Fig. 1: zoomed window
Window x 58 to 83, y 40 to 65 um. Cells in grey, sequential cells in the stronger grey; small squares are vias.
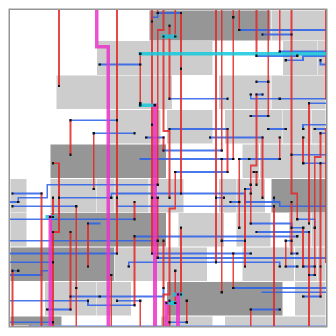
Fig. 2: gate-type map
(1.5 px per um)
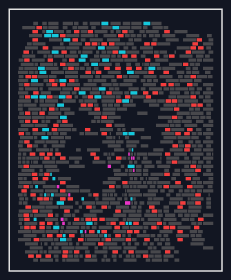
<file path="src/rtl/alu_wide_sequencer.sv">
// Runs 64-bit ADD/ADC/SUB/AND through an external 32-bit ALU, low word then high word.
// Optional completed-operation counter port op_count is enabled by defining ALU_SEQ_OP_COUNT_EN.
module alu_wide_sequencer #(
    parameter int CNT_W = 16
) (
    input  logic              clk,
    input  logic              rst_n,
    input  logic              req_valid,
    output logic              req_ready,
    input  logic [1:0]        req_op,
    input  logic [63:0]       req_a,
    input  logic [63:0]       req_b,
    input  logic              req_cin,
    output logic              resp_valid,
    input  logic              resp_ready,
    output logic [63:0]       resp_result,
    output logic [3:0]        resp_flags,
    output logic [3:0]        alu_op,
    output logic [31:0]       alu_a,
    output logic [31:0]       alu_b,
    output logic              alu_cin,
    input  logic [31:0]       alu_out
`ifdef ALU_SEQ_OP_COUNT_EN
    ,
    output logic [CNT_W-1:0]  op_count
`endif
);

    typedef enum logic [1:0] {IDLE, LO, HI, RESP} state_e;

    localparam logic [1:0] OP_ADD  = 2'b00;
    localparam logic [1:0] OP_ADC  = 2'b01;
    localparam logic [1:0] OP_SUB  = 2'b10;
    localparam logic [1:0] OP_AND  = 2'b11;
    localparam logic [3:0] ALU_ADD = 4'd1;
    localparam logic [3:0] ALU_AND = 4'd4;

    state_e      state_q, state_d;
    logic [1:0]  op_q, op_d;
    logic [63:0] a_q, a_d;
    logic [63:0] b_q, b_d;
    logic        cin_q, cin_d;
    logic        carry_q, carry_d;
    logic [63:0] result_q, result_d;
    logic [3:0]  flags_q, flags_d;

    logic        is_arith;
    logic [63:0] b_eff;
    logic        half_c;

    assign is_arith = (op_q != OP_AND);
    assign b_eff    = (op_q == OP_SUB) ? ~b_q : b_q;
    // Carry out of the current half, rebuilt from operand and sum MSBs.
    assign half_c   = (alu_a[31] & alu_b[31]) | ((alu_a[31] | alu_b[31]) & ~alu_out[31]);

    // NOTE: every signal gets a default before the case so no path leaves it unassigned (no latches).
    always_comb begin
        state_d    = state_q;
        op_d       = op_q;
        a_d        = a_q;
        b_d        = b_q;
        cin_d      = cin_q;
        carry_d    = carry_q;
        result_d   = result_q;
        flags_d    = flags_q;
        req_ready  = 1'b0;
        resp_valid = 1'b0;
        alu_op     = 4'd0;
        alu_a      = 32'd0;
        alu_b      = 32'd0;
        alu_cin    = 1'b0;

        case (state_q)
            IDLE: begin
                req_ready = 1'b1;
                if (req_valid) begin
                    op_d    = req_op;
                    a_d     = req_a;
                    b_d     = req_b;
                    cin_d   = req_cin;
                    state_d = LO;
                end
            end
            LO: begin
                alu_op = is_arith ? ALU_ADD : ALU_AND;
                alu_a  = a_q[31:0];
                alu_b  = b_eff[31:0];
                case (op_q)
                    OP_ADC:  alu_cin = cin_q;
                    OP_SUB:  alu_cin = 1'b1;
                    default: alu_cin = 1'b0;
                endcase
                result_d[31:0] = alu_out;
                carry_d        = half_c;
                state_d        = HI;
            end
            HI: begin
                alu_op  = is_arith ? ALU_ADD : ALU_AND;
                alu_a   = a_q[63:32];
                alu_b   = b_eff[63:32];
                alu_cin = is_arith & carry_q;
                result_d[63:32] = alu_out;
                flags_d = {({alu_out, result_q[31:0]} == 64'd0),
                           alu_out[31],
                           is_arith & half_c,
                           is_arith & (a_q[63] == b_eff[63]) & (alu_out[31] != a_q[63])};
                state_d = RESP;
            end
            RESP: begin
                resp_valid = 1'b1;
                if (resp_ready) state_d = IDLE;
            end
            default: state_d = IDLE;
        endcase
    end

    // NOTE: sequential state uses non-blocking assignments so all registers update together at the edge.
    always_ff @(posedge clk or negedge rst_n) begin
        if (!rst_n) begin
            state_q  <= IDLE;
            op_q     <= OP_ADD;
            a_q      <= 64'd0;
            b_q      <= 64'd0;
            cin_q    <= 1'b0;
            carry_q  <= 1'b0;
            result_q <= 64'd0;
            flags_q  <= 4'd0;
        end else begin
            state_q  <= state_d;
            op_q     <= op_d;
            a_q      <= a_d;
            b_q      <= b_d;
            cin_q    <= cin_d;
            carry_q  <= carry_d;
            result_q <= result_d;
            flags_q  <= flags_d;
        end
    end

    assign resp_result = result_q;
    assign resp_flags  = flags_q;

`ifdef ALU_SEQ_OP_COUNT_EN
    logic [CNT_W-1:0] count_q;

    always_ff @(posedge clk or negedge rst_n) begin
        if (!rst_n)                      count_q <= '0;
        else if (resp_valid && resp_ready) count_q <= count_q + 1'b1;
    end

    assign op_count = count_q;
`endif

endmodule
</file>
<file path="config.mk">
export PLATFORM = sky130hd
export DESIGN_NAME = alu_wide_sequencer
export DESIGN_NICKNAME = d
export VERILOG_FILES = /design/src/rtl/alu_wide_sequencer.sv
export SDC_FILE = /design/constraint.sdc
export NUM_CORES = 1
export LEC_CHECK = 0
export CORE_ASPECT_RATIO = 1.25
export CORE_MARGIN = 5
export CORE_UTILIZATION = 43
export DETAILED_ROUTE_END_ITERATION = 6
export PLACE_DENSITY = 0.79
export SYNTH_ARGS = -nofsm -noshare
export SYNTH_HDL_FRONTEND = slang
export SYNTH_SLANG_ARGS = --single-unit
</file>
<file path="constraint.sdc">
create_clock -name clk -period 2.09 [get_ports clk]
set_input_delay 0.3135 -clock clk [delete_from_list [all_inputs] [get_ports clk]]
set_output_delay 0.3135 -clock clk [all_outputs]
set_load 0.1 [all_outputs]
</file>
==> results.txt <==
The implementation run finished. Per the layout area report, the combinational gate area comes to roughly 0.0046 mm2. The final reports fail on setup timing. The critical path in this run is classified as reg -> out. In this run the critical path is formed by inv_4 -> ha_4 -> inv_8 -> buf_16 -> o221ai_2 -> and3_4 -> buf_12. For this design, the sink count on the clock tree is 201. Area share of fa/ha/maj cells after synthesis landed at ~1.2%. Post-route period utilization is reported as 115.6%. The finished cells cover roughly 0.015 mm2. The layout has approximately 1400 filler cells. Count of final setup violators landed at between 60 and 70. The first global-routing pass estimated 42930 um of wire. In this run the biggest area consumer among cell types represents a little over half of the synthesized area. The final layout contains roughly 1200 nets. Clock skew after layout landed at between 0.007 and 0.008 ns. In this run the tool buffered the top-level ports with around 300 buffer cells. Average wire per cell in the routed design landed at approximately 22 um. Number of cells produced by synthesis landed at around 700. dfrtp_1 takes more of the synthesized area than any other cell. The synthesis run identifies the leading combinational cell family as multiplexers.

Total number of vias landed at between 7000 and 8000. TritonCTS built the clock tree. Cell row count landed at about 59.

For reference, XOR and XNOR gates occupy less than 1% of the area reported after synthesis. Together, buffers and inverters on the worst path number 4. STA classifies the critical path startpoint as a flip-flop. Count of pins on the block boundary landed at ~310. Global-route congestion overflow total landed at 0. Per the detailed placement report, the placed cell area equals 0.01374 mm2. TritonCTS created 22 clock buffers. By area the synthesized netlist is led by dfrtp_1, mux2_1, mux2_2.

Of the total synthesized cell area, the portion taken by AND-OR and OR-AND cells is under 10%. Number of library cell types mapped by synthesis landed at 37. Number of global-route vias before repair landed at 7603. After detailed routing, the total wire length is 28170 um. Setup total negative slack landed at -18.39 ns.

At the end of routability-driven placement, the weighted congestion stood at between 0.8 and 0.9. Total cells reported by yosys after synthesis landed at between 600 and 700. Required time of the critical path landed at 1.78 ns.

Maximum count of clock buffers along a single path landed at 3. Summing all flip-flop and latch instances after layout gives roughly 0.0050 mm2. Looking at the critical path, the single cell with the biggest stage delay is dfrtp_2. Starting density of the core landed at 43.89%. Cells with a size suffix above 1 make up a little over two fifths of the layout. The flow ran to the end, but the final reports show violations. Minimum period implied by the final worst setup slack landed at 2.417 ns. At the placement stage, the worst setup path has a slack of ~0.028 ns. The run reported a max-capacitance violation count of 0.

Core region area landed at 0.02097 mm2. The data arrival time reported for the critical path is 2.10 ns. End-of-flow core utilization landed at between 70% and 80%. Longest individual stage delay on the worst path landed at ~0.45 ns.

Area of the die landed at approximately 0.024 mm2. Once iteration 0 of detailed routing completed, the report listed between 200 and 300 DRC markers. After synthesis, flip-flops and latches occupy between 50% and 60% of the total area.

The most common logic cells in the final layout are dfrtp_1, clkdlybuf4s50_1, mux2_1, mux2_2, buf_4. Detailed placement finished with a half-perimeter wire length of ~20000 um. Highest fanout seen on the critical path landed at 11. Portion of netlist area occupied by mux cells landed at approximately a quarter. Number of logged tool warnings landed at 36. Setup repair after global routing could not meet its margin everywhere. Post-route worst setup slack landed at -0.3268 ns. Average vias per placed instance landed at approximately 5.5. The synthesis stat section lists a flop and latch total of approximately 200. Simple-gate portion of the synthesized area landed at 6.826%. In this run the mean area of a mapped cell was roughly 13 um2. In the final report, the number of hold violations comes to 0. The skew report gives the latency at the later pin of the worst-skew pair as ~0.50 ns. DRC violation count after routing landed at 0. Number of H-tree levels landed at 1. Initial antenna violation count landed at 2. Final hold analysis gives a worst-case slack of roughly 0.29 ns. Checking hold timing, the worst path is listed with class in -> async.

Global-route total usage across every layer landed at between 20% and 30%. Tally of nets with antenna violations remaining after routing landed at 0. In this run the clock root is driven by a clkbuf_16. Broken down by cell family, the worst path's largest delay share belongs to buffers and inverters. The die is approximately 140 um wide.

Count of warnings emitted by yosys landed at 0. In this run the cell area of the synthesized design comes to 0.009201 mm2. STA classifies the critical path endpoint as a primary output.

Final max-slew violation count landed at 0. Maximum number of pins on one net before global-route repair landed at 72. Fmax landed at slightly above 400 MHz. The registers of the reported paths see a clock transition of 0.06 ns. Iteration tally of the first detailed-router pass landed at 5.

From synthesis to final layout, the design area changed by 62.28%. Y dimension of the die landed at about 170 um. Area figure in the yosys stat output landed at roughly 0.0092 mm2.
-- Fig. 1 (at the start) --
legend:
  metal 2:
    colour: red
  metal 3:
    colour: cyan
  metal 4:
    colour: magenta
  metal 1:
    colour: blue
cells with their middle in the window: 30
most frequent: buf_4 (5), dfrtp_1 (4), clkdlybuf4s50_1 (3)
sequential cells in the window: 5
netlist names of flops here include: `resp_result` (3)

-- Fig. 2 (at the start) --
legend:
  nor cells:
    colour: cyan
    cells: 54
    most_used: nor2b_4
  nand cells:
    colour: magenta
    cells: 11
    most_used: nand2_1
  mux cells:
    colour: red
    cells: 197
    most_used: mux2_1
    where: all over the die
most common cell after layout, fill and taps aside: dfrtp_1
count of non-filler cells in the finished layout: 1294

==> flip-flops by register name, indices dropped and copies added, names as in the netlist <==
register	flops
resp_flags	4
b_q	64
carry_q	1
resp_result	63
a_q	64
cin_q	1
op_q	2
state_q	2
==> final timing paths <==
path                                  from         endpoint  slack (ns)  cells after the start
max reg2reg                     state_q[0]    resp_flags[3]        0.07                      7
min                                  rst_n          b_q[38]        0.29                      2
max                             state_q[0]        alu_b[17]       -0.33                      7
max in group asynchronous            rst_n          a_q[49]        1.11                      3
min in group clk                 req_b[36]          b_q[36]        0.40                      2
min reg2reg                resp_result[61]  resp_result[61]        0.49                      1
==> stage by stage <==
| stage | instances |
|---|---|
| floorplan | 683 |
| global route | 1294 |
| detailed placement | 1241 |
| finish | 1294 |
| global placement | 1241 |
| CTS | 1287 |
==> layout make-up <==
cell class / instances / area share, %
multi-input cells: 415 / 30.65
clock inverters: 6 / 0.5530
well taps: 274 / 2.296
clock buffers: 34 / 4.332
inverters: 8 / 0.2849
repair buffers: 355 / 28.16
diodes: 1 / 0.01676
flip-flops and latches: 201 / 33.70
==> cell usage after synthesis <==
cell type	number
nor4_1	11
or4_1	1
ha_1	9
nor4b_2	1
inv_1	6
nand2_1	6
nor2_1	2
inv_2	2
nor4_2	3
mux2_2	91
o21bai_1	1
o2bb2ai_2	1
a221o_1	31
conb_1	1
buf_1	10
a21oi_1	3
o221ai_1	31
nand3_1	1
clkbuf_1	26
mux2_1	106
o22ai_1	3
buf_4	3
nor3b_1	1
buf_2	20
o21a_1	1
nor2b_1	33
a22oi_1	32
nand4_1	3
xnor2_1	2
a31oi_1	2
o21ai_0	1
and2_1	1
nand3b_1	1
and3_1	31
dfrtp_1	201
nor3_1	3
or3b_1	1
==> cells by family (layout without fill, tap and decap cells) <==
family | after synthesis | after routing
compound gates | 106 | 106
xor+xnor | 2 | 2
fa+ha+maj | 9 | 9
buf+inv | 67 | 403
flops | 201 | 201
mux | 197 | 197
other cells | 1 | 3
simple gates | 99 | 99
==> repair_timing <==
action                                  4_1_cts  5_1_grt
gates cloned                                  0        2
endpoints found under the setup margin       67       68
hold buffers                                  1        0
endpoints found under the hold margin        26        0
setup buffers                                 5        4
gates resized                                37       32
pin swaps                                     9       17
==> routing by layer <==
layer | track usage, % | vias to the layer above | share of wire, %
li1 | - | 3229 | -
met1 | 25.81 | 3577 | 38
met2 | 37.80 | 272 | 51
met3 | 5.381 | 69 | 6.9
met4 | 9.532 | 2 | 4.2
met5 | 0 | - | 0.046
